Figure 1. Clock routing (run 1).
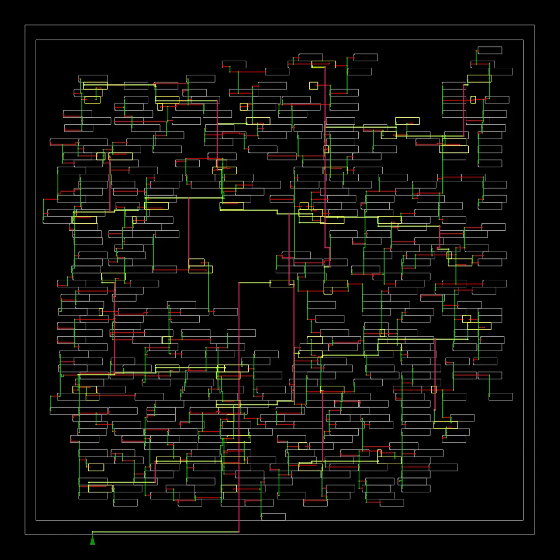
Figure 2. Signal wires on met3 (run 1).
Drawn at 2 px/um.
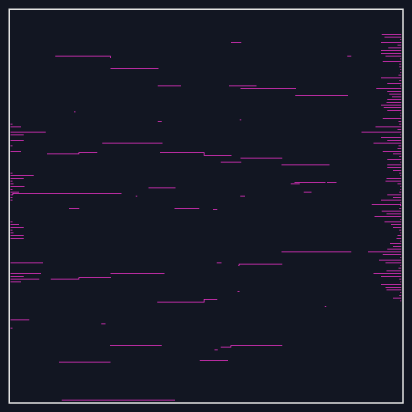
Figure 3. Signal metal coverage by tile (run 1).
Drawn at 2 px/um. The die is cut into 39 by 39 equal tiles; black is low, pale yellow is high, scaled to the fullest tile. Values are wire area over tile area, all layers added.
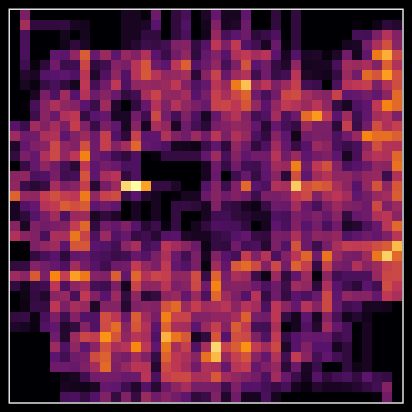
Figure 4. Sequential cells grouped by signal name (run 1).
Drawn at 2 px/um. Other sequential cells in the stronger grey, the rest of the logic in the fainter grey.
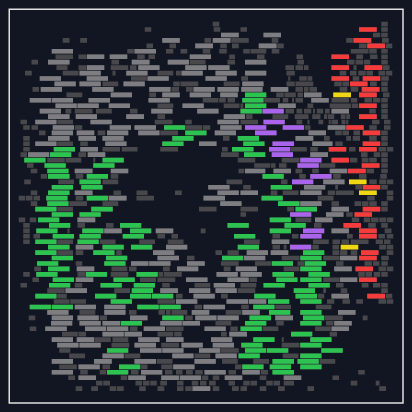
==> config.mk <==
export PLATFORM = sky130hd
export DESIGN_NAME = alu_issue_stage
export DESIGN_NICKNAME = d
export VERILOG_FILES = /design/src/rtl/alu_issue_stage.sv
export SDC_FILE = /design/constraint.sdc
export NUM_CORES = 1
export LEC_CHECK = 0
export CORE_MARGIN = 4
export CORE_UTILIZATION = 40
export CTS_CLUSTER_DIAMETER = 50
export CTS_CLUSTER_SIZE = 24
export DETAILED_ROUTE_END_ITERATION = 7
export PLACE_DENSITY_LB_ADDON = 0.3
export SYNTH_ARGS = -nofsm -noshare
export SYNTH_HDL_FRONTEND = slang
export SYNTH_SLANG_ARGS = --single-unit
export TNS_END_PERCENT = 100
==> constraint.sdc <==
create_clock -name clk -period 9.25 [get_ports clk]
set_clock_uncertainty 0.1 [all_clocks]
set_input_delay 1.3875 -clock clk [delete_from_list [all_inputs] [get_ports clk]]
set_output_delay 1.3875 -clock clk [all_outputs]
set_load 0.005 [all_outputs]
==> src/rtl/alu_issue_stage.sv <==
// ============================================================================
// Module   : alu_issue_stage
// Brief    : Request FIFO -> ALU operand register -> result register, with
//            valid/ready handshakes on both the request and the result side.
// Revision : 1.0  initial release
// ============================================================================
`default_nettype none

module alu_issue_stage #(
    parameter int DWIDTH  = 32,
    parameter int OPWIDTH = 4,
    parameter int DEPTH   = 4
) (
    input  logic                       clk,
    input  logic                       rst,
    input  logic                       in_valid,
    output logic                       in_ready,
    input  logic [OPWIDTH-1:0]         in_op,
    input  logic [DWIDTH-1:0]          in_a,
    input  logic [DWIDTH-1:0]          in_b,
    output logic [OPWIDTH-1:0]         alu_op,
    output logic [DWIDTH-1:0]          alu_a,
    output logic [DWIDTH-1:0]          alu_b,
    input  logic [DWIDTH-1:0]          alu_res,
    output logic                       res_valid,
    input  logic                       res_ready,
    output logic [OPWIDTH-1:0]         res_op,
    output logic [DWIDTH-1:0]          res_data,
    output logic [$clog2(DEPTH+1)-1:0] count
);

    localparam int AW = $clog2(DEPTH);
    localparam int CW = $clog2(DEPTH+1);
    localparam logic [CW-1:0] C_FULL = CW'(DEPTH);

    logic [OPWIDTH-1:0] r_mem_op [DEPTH];
    logic [DWIDTH-1:0]  r_mem_a  [DEPTH];
    logic [DWIDTH-1:0]  r_mem_b  [DEPTH];

    logic [AW-1:0]      r_wptr;
    logic [AW-1:0]      r_rptr;
    logic [CW-1:0]      r_count;
    logic               r_e_valid;
    logic [OPWIDTH-1:0] r_alu_op;
    logic [DWIDTH-1:0]  r_alu_a;
    logic [DWIDTH-1:0]  r_alu_b;
    logic               r_res_valid;
    logic [OPWIDTH-1:0] r_res_op;
    logic [DWIDTH-1:0]  r_res_data;

    logic w_push;
    logic w_r_free;
    logic w_e_adv;
    logic w_e_load;

    // in_ready depends only on occupancy, never on res_ready.
    assign in_ready = (r_count != C_FULL);
    assign w_push   = in_valid && in_ready;
    assign w_r_free = !r_res_valid || res_ready;
    assign w_e_adv  = r_e_valid && w_r_free;
    assign w_e_load = (r_count != '0) && (!r_e_valid || w_e_adv);

    // Storage needs no reset: an entry is only read after it has been written.
    always_ff @(posedge clk) begin
        if (w_push) begin
            r_mem_op[r_wptr] <= in_op;
            r_mem_a[r_wptr]  <= in_a;
            r_mem_b[r_wptr]  <= in_b;
        end
    end

    always_ff @(posedge clk or posedge rst) begin
        if (rst) begin
            r_wptr      <= '0;
            r_rptr      <= '0;
            r_count     <= '0;
            r_e_valid   <= 1'b0;
            r_alu_op    <= '0;
            r_alu_a     <= '0;
            r_alu_b     <= '0;
            r_res_valid <= 1'b0;
            r_res_op    <= '0;
            r_res_data  <= '0;
        end else begin
            if (w_push) begin
                r_wptr <= r_wptr + AW'(1);
            end
            if (w_e_load) begin
                r_rptr <= r_rptr + AW'(1);
            end
            case ({w_push, w_e_load})
                2'b10:   r_count <= r_count + CW'(1);
                2'b01:   r_count <= r_count - CW'(1);
                default: r_count <= r_count;
            endcase

            // E keeps its operands when idle so the ALU inputs never glitch.
            if (w_e_load) begin
                r_e_valid <= 1'b1;
                r_alu_op  <= r_mem_op[r_rptr];
                r_alu_a   <= r_mem_a[r_rptr];
                r_alu_b   <= r_mem_b[r_rptr];
            end else if (w_e_adv) begin
                r_e_valid <= 1'b0;
            end

            if (w_e_adv) begin
                r_res_valid <= 1'b1;
                r_res_op    <= r_alu_op;
                r_res_data  <= alu_res;
            end else if (r_res_valid && res_ready) begin
                r_res_valid <= 1'b0;
            end
        end
    end

    assign alu_op    = r_alu_op;
    assign alu_a     = r_alu_a;
    assign alu_b     = r_alu_b;
    assign res_valid = r_res_valid;
    assign res_op    = r_res_op;
    assign res_data  = r_res_data;
    assign count     = r_count;

endmodule

`default_nettype wire

==> summary.txt, run 1 <==
Implementation results

The initial antenna violation count is 1. The sink of the worst hold path is res_data[9]. The number of clock-tree buffers in the layout is 42. Ranked by total cell area, the synthesized netlist is headed by sky130_fd_sc_hd__edfxtp_1 (58%), sky130_fd_sc_hd__dfrtp_1 (20%), sky130_fd_sc_hd__mux4_2 (11%). The leading cell type by number of instances after synthesis is sky130_fd_sc_hd__edfxtp_1. The wire length the detailed router placed on met1 is 12,130 um. The post-cts sizing count is 0. Setup repair after global routing left no endpoint under its margin.

The well tap count is 455. Looking at the clock tree report, the H-tree level count equals 2. The data arrival time of the worst path is 1.96 ns. The hold-critical path depth is 1. Relative to the synthesized area, the layout overhead comes to 27.06%. The number of cell instances after yosys synthesis is 617. Before placement the cells fill 40.77% of the core.

The number of signal-net buffers in the layout is 220. In this run the top signal layer used is met5. The cell group occupying the most layout area is registers.

Per STA, the worst path is made up of or3b_1 -> clkdlybuf4s50_1. TritonCTS built the clock tree. The total power after layout is 5733 uW. Of the synthesized area, sequential elements account for 77.70%. Looking at the cell usage after synthesis, the top flip-flop cell is sky130_fd_sc_hd__edfxtp_1. In this design, the stage delay of the slowest critical-path cell is 0.49 ns. According to the floorplan report, the placeable core area is 0.03471 mm^2. The worst setup path endpoint is in_ready.

The remaining design rule violation count is 0. The inverter count of the layout excluding clock inverters is 4. The horizontal die dimension reported for this design is 196.1 um. Counting instances in the post-synthesis netlist gives the leading cell types as sky130_fd_sc_hd__edfxtp_1 (272), sky130_fd_sc_hd__dfrtp_1 (113), sky130_fd_sc_hd__mux2_2 (105). After filler insertion, the fill cell instance count of the layout stands at 2,811. The count of library flops with an enable pin is 272. The final period utilization is 37.30%.

The critical path in this run is classified as reg2out. The final timing report lists a max-slew violation count of 0. The site row count is 68. The tree is rooted in a sky130_fd_sc_hd__clkbuf_16. The number of buffers and inverters on the critical path is 1. The final setup violation count is 0. CTS added clock buffers totalling 36. The largest fanout on the critical path is 6. The worst path required time is 7.76 ns.

For reference, the final report shows the hold violation count at 0. The flow ran to the end, and the final reports show no timing, DRC or antenna violations. Routability-driven placement finished with a final weighted congestion of 0.7696.

The clock latency on the worst-skew pair is 0.52 ns. The floorplan step defined a die boundary enclosing 0.03845 mm^2. Sorting the Yosys area breakdown by cell type puts at the top sky130_fd_sc_hd__edfxtp_1.

The post-synth register bit count is 385. The routed length on met3 is 1374 um. The largest delay contributor family on the critical path is simple AND/OR/NAND/NOR gates.

In the final layout, the share of cells above drive strength 1 is 29.00%. The total negative slack is 0 ns. Yosys printed 0 warnings. In the final layout, the registers with the most flip-flops are r_mem_a x128, r_mem_b x128. The launching instance or port of the critical path is count[0]. The number of nets in the synthesized netlist is 727.

Entering global routing, the biggest net connects 73 pins. Warnings raised by the tools during the run amount to 29. The final worst hold slack is 0.4015 ns. The antenna diode instance count is 0.

In the post-route analysis, the smallest setup slack over all paths is 5.800 ns. The via count of the first global-routing pass is 7,237. The clock passes through at most 3 buffers. Buffers placed on the I/O ports in this run total 212. Per the detail_route log, met2 wirelength is 13,750 um.

Hold repair after CTS inserted 0 buffers. The synthesized area divided by synthesized cell count is 22.94 um^2. The wire length of the first global-routing pass is 43,470 um. The async set-or-reset flop fraction in the synthesized netlist is 29.35%. After detailed routing, the number of vias per cell comes to 4.978. The smallest clock period supported by the final layout is computed as 3.450 ns. On met2, the global router reports a usage of 24.35%. The synthesized netlist cell count is 617. For this design the static power due to leakage is 0.006251 uW. Measured along the y axis, the die boundary spans 196.1 um. The cell depth of the worst flop-to-flop path is 3.

The cell area that synthesis handed to floorplanning was 0.01415 mm^2. The top-level I/O count is 213. The path class of the tightest hold or removal check is reg2reg.

For this block, the via count after detailed routing is 6,626. The worst setup slack for register-to-register paths is 6.50 ns. The post-route antenna net violation count is 0.

The fraction of standard cell area that is sequential is 61.19%. Per the layout area report, the combinational fraction of cell area is 16.58%. On met3, the global router reports a usage of 2.851%. Routing resource usage on met1 recorded by global route was 19.88%. The clock net sink count is 385.

After global routing, the most crowded layer is met2. Clock-pin slew was measured on the worst setup and hold paths at 0.06 ns. The number of nets at the end of the flow is 958. The worst setup path is captured at a primary output.

IR analysis of the VDD net gives a maximum drop of 0.1586 mV. The global route stage reports its total congestion overflow as 0. According to the Yosys statistics, the synthesized design has a chip area of 0.01415 mm^2. The post-route utilization of the core is recorded as 51.80%. For this block, the initial DRC count from the detailed router was 346. Per the STA report, the cell with the highest stage delay on the worst path is sky130_fd_sc_hd__or3b_1. The most common logic cells in the final layout are sky130_fd_sc_hd__edfxtp_1 (272), sky130_fd_sc_hd__clkdlybuf4s50_1 (212), sky130_fd_sc_hd__dfrtp_1 (111). Leaving out fill and tap cells, the most frequent cell in the layout is sky130_fd_sc_hd__edfxtp_1. The slew at the pin closest to its max-slew limit is 1.108 ns. The sequential cells in the finished layout cover a total of 0.01100 mm^2. The launching point of the worst reg2reg path is r_rptr[0]. In the post-route report, total wirelength is listed as 27,710 um. Timing analysis after detailed placement gives a worst setup slack of 5.528 ns. The post-layout instance count excluding filler cells is 1,331.

Global routing used 14.55% of the available tracks across all layers. In this run the critical register-to-register path is captured at alu_a[16]. The number of placed instances, taps included is 1,265. The slew check shows that the tightest pin keeps a relative margin of 26.17%. The area after detailed placement is 0.01675 mm^2. The final-layout non-clock buffer area share is 12.14%. Per the run summary, max-cap violations total 0. The highest clock rate this design can be run at is 289.8 MHz. The worst min-delay path startpoint is res_data[9]. Summing all multi-input logic gate instances after layout gives 0.002980 mm^2. The wire length per cell is 20.82 um.

The power per standard cell area is 318.8 mW/mm^2. Per the synthesis report, the single largest cell type by area occupies 57.72% of cell area. The critical path runs through a total of 2 cells. The HPWL after detailed placement is 16,210 um. The startpoint type of the worst setup path is a flip-flop. The synthesized netlist contains 23 unique library cells.
About Figure 1:
count of flip-flops and latches: 385
Clk. pwr: 1490 uW

About Figure 2:
share of all routed wire = 5.0%
main direction = horizontal
wire length on this layer = 1,370 um

About Figure 3:
nearly empty tiles = 13%
mean over tiles = 0.11
fullest tile = 0.41
tiles over half the peak = 13%

About Figure 4:
purple -> r_mem_op  # sequential cells 16
green -> r_mem_a  # sequential cells 128
yellow -> res_op  # sequential cells 4, where right middle
red -> res_data  # sequential cells 32
not coloured = 205

[run 1: power by group]
group          leakage, uW  switching, uW  total [uW]  internal, uW
Sequential         0.00380            305        2660          2350
Clock             0.000596            670        1490           818
Combinational      0.00185            572        1580          1010
Total              0.00625           1550        5730          4190
[run 1: cells by family after synthesis]
| kind of cell | after synthesis | synth area share [%] |
|---|---|---|
| XOR/XNOR | 6 | 0.3713 |
| multiplexers | 174 | 19.28 |
| adder cells (fa/ha/maj) | 6 | 0.5836 |
| flip-flops | 385 | 77.70 |
| AND/OR/NAND/NOR | 14 | 0.6100 |
| AND-OR/OR-AND | 1 | 0.06190 |
| buffers and inverters | 31 | 1.388 |
Figure 5. Cell sizes after repair (run 1).
Drawn at 2 px/um.
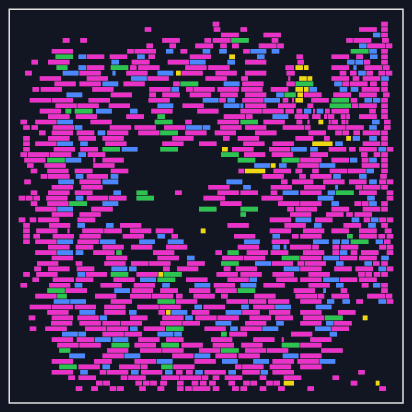

==> run 2: changes to the inputs <==
Clock period 9.25 ns to 3.1 ns, I/O delays scaled along.
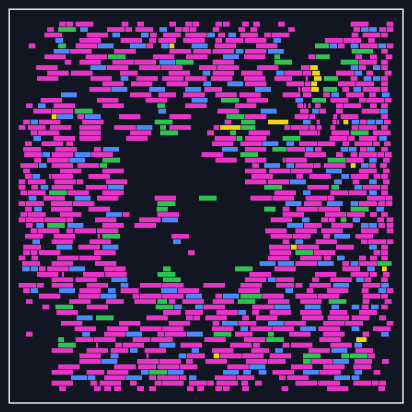
Figure 6: run 2, cell sizes after repair.
Drawn at 2 px/um.
green -> drive 6 and up  # cells 65
yellow -> drive 3 to 4  # cells 15
magenta -> drive 1 or less  # cells 625
blue -> drive 2  # cells 174

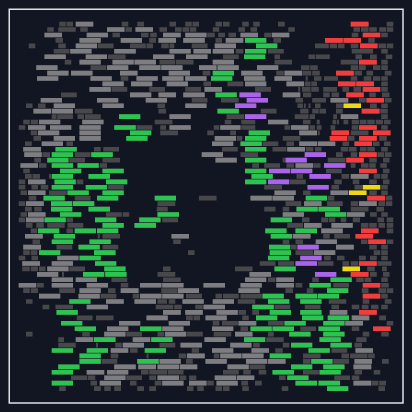
Figure 7: run 2, sequential cells grouped by signal name.
Drawn at 2 px/um. Other sequential cells in the stronger grey, the rest of the logic in the fainter grey.
yellow -> res_op  # sequential cells 4, where right middle
purple -> r_mem_op  # sequential cells 16
red -> res_data  # sequential cells 32, where a vertical strip on the right
green -> r_mem_a  # sequential cells 128

==> summary.txt, run 2 <==
Implementation results

The async set-or-reset flop fraction in the synthesized netlist is 29.35%. The number of buffers and inverters on the critical path is 1. For reference, full adder, half adder and majority cells occupy 0.5836% of the area reported after synthesis. The top logic cell family in the synthesized netlist is multiplexers. After detailed routing, the average wire length per cell comes to 20.70 um. The count of cell types in the netlist is 23. The wire length after detailed routing is 27,640 um.

Detailed placement ended at an HPWL of 15,680 um. The H-tree level count is 2. After synthesis the netlist holds a flip-flop and latch count of 385. The number of warnings reported in the yosys synthesis log is 0. The flow ran to the end, and the final reports show no timing, DRC or antenna violations. The registers reported with the highest flop counts are r_mem_a x128, r_mem_b x128. The total global-route track usage is 14.26%. The post-synthesis share of cell area spent on and-or and or-and gates is 0.06189%. Once placement finished, the instance area stood at 0.01688 mm^2. The CTS tree is done. Buffers inserted during clock tree synthesis total 37. The area figure in the yosys stat output is 0.01415 mm^2.

The first global-routing pass estimated 42,840 um of wire. The number of failing hold endpoints at the final stage is 0. The share of layout cells above drive strength 1 is 28.90%. The largest delay contributor family on the critical path is buffers and inverters. The stage-log warning count is 32. Per the summary, power density relative to cell area is 956.4 mW/mm^2. The type of the worst setup path is reg2out. The horizontal die dimension reported for this design is 196.1 um. Looking at the max-slew report, the worst-margin pin has a slew of 0.6536 ns. The placement report lists the number of port buffers as 212. In the routed design, unresolved DRC markers number 0. Each instance of the synthesized netlist takes up on average 22.94 um^2. The largest share of the power goes to registers.

The share of the Yosys chip area taken by registers is 77.70%. STA on the placed design reports a worst setup slack of 0.6317 ns. The detailed-route via count is 6,669. No sink is reached through more buffers than the 3 on the longest clock path. The wire length the detailed router placed on met1 is 12,270 um. The met2 usage is 22.82%. The met2 layer wire length in the routed design is 13,190 um. Setup repair after global routing left no endpoint under its margin. The global route stage reports its total congestion overflow as 0. The worst setup path is launched from a flip-flop. The initial antenna violation count was 1. The total leakage power is 0.006291 uW.

The post-layout instance count excluding filler cells is 1,335. The number of max-slew violations in the final report is 0. The post-cts hold buffer count is 0. The detail route stage leaves a number of antenna-violating nets equal to 0. The root buffer selected by CTS is sky130_fd_sc_hd__clkbuf_16. The cell area after technology mapping is 0.01415 mm^2. The largest net degree at the start of global routing is 114.

The leading cell type in the layout, fill and taps excluded is sky130_fd_sc_hd__edfxtp_1. Using the TritonRoute via totals, the vias-per-cell ratio works out to 4.996. Ranked by total cell area, the synthesized netlist is headed by sky130_fd_sc_hd__edfxtp_1 (58%), sky130_fd_sc_hd__dfrtp_1 (20%), sky130_fd_sc_hd__mux4_2 (11%).

The skew report gives the latency at the later pin of the worst-skew pair as 0.52 ns. After detailed placement, the design holds a cell count of 1,267. In this run, the synthesized area fraction spent on and/or/nand/nor cells is recorded as 0.6101%. The via count of the first global-routing pass is 7,203. The global routing met1 resource utilization is 19.98%. The cell sequence reported for the critical path is or3b_1 -> clkdlybuf4s50_1. Across the run, the number of max-cap violations was 0. The worst path required time is 2.53 ns.
## run 2: worst paths after layout
| check | start | endpoint | slack, ns | cells after the start |
|---|---|---|---|---|
| worst max register to register | count[0] | count[1] | 0.83 | 6 |
| worst min-delay path | rst | res_op[1] | 0.39 | 3 |
| worst min register to register | r_e_valid | res_valid | 0.40 | 1 |
| min in group clk | r_e_valid | res_valid | 0.40 | 1 |
| max in group asynchronous | rst | r_rptr[0] | 1.97 | 3 |
| worst max-delay path | count[0] | in_ready | 0.57 | 2 |
## run 2: cell type report
cell class              count  area [um^2]
fillers                  2757        16590
flip-flops and latches    385        11000
multi-input cells         201         2980
repair buffers            222         2310
clock buffers              43        958.4
well taps                 455        569.3
clock inverters            24        276.5
inverters                   4        18.77
diodes                      1        2.502
No activity file was given, so power comes from the tool's default toggle rates.
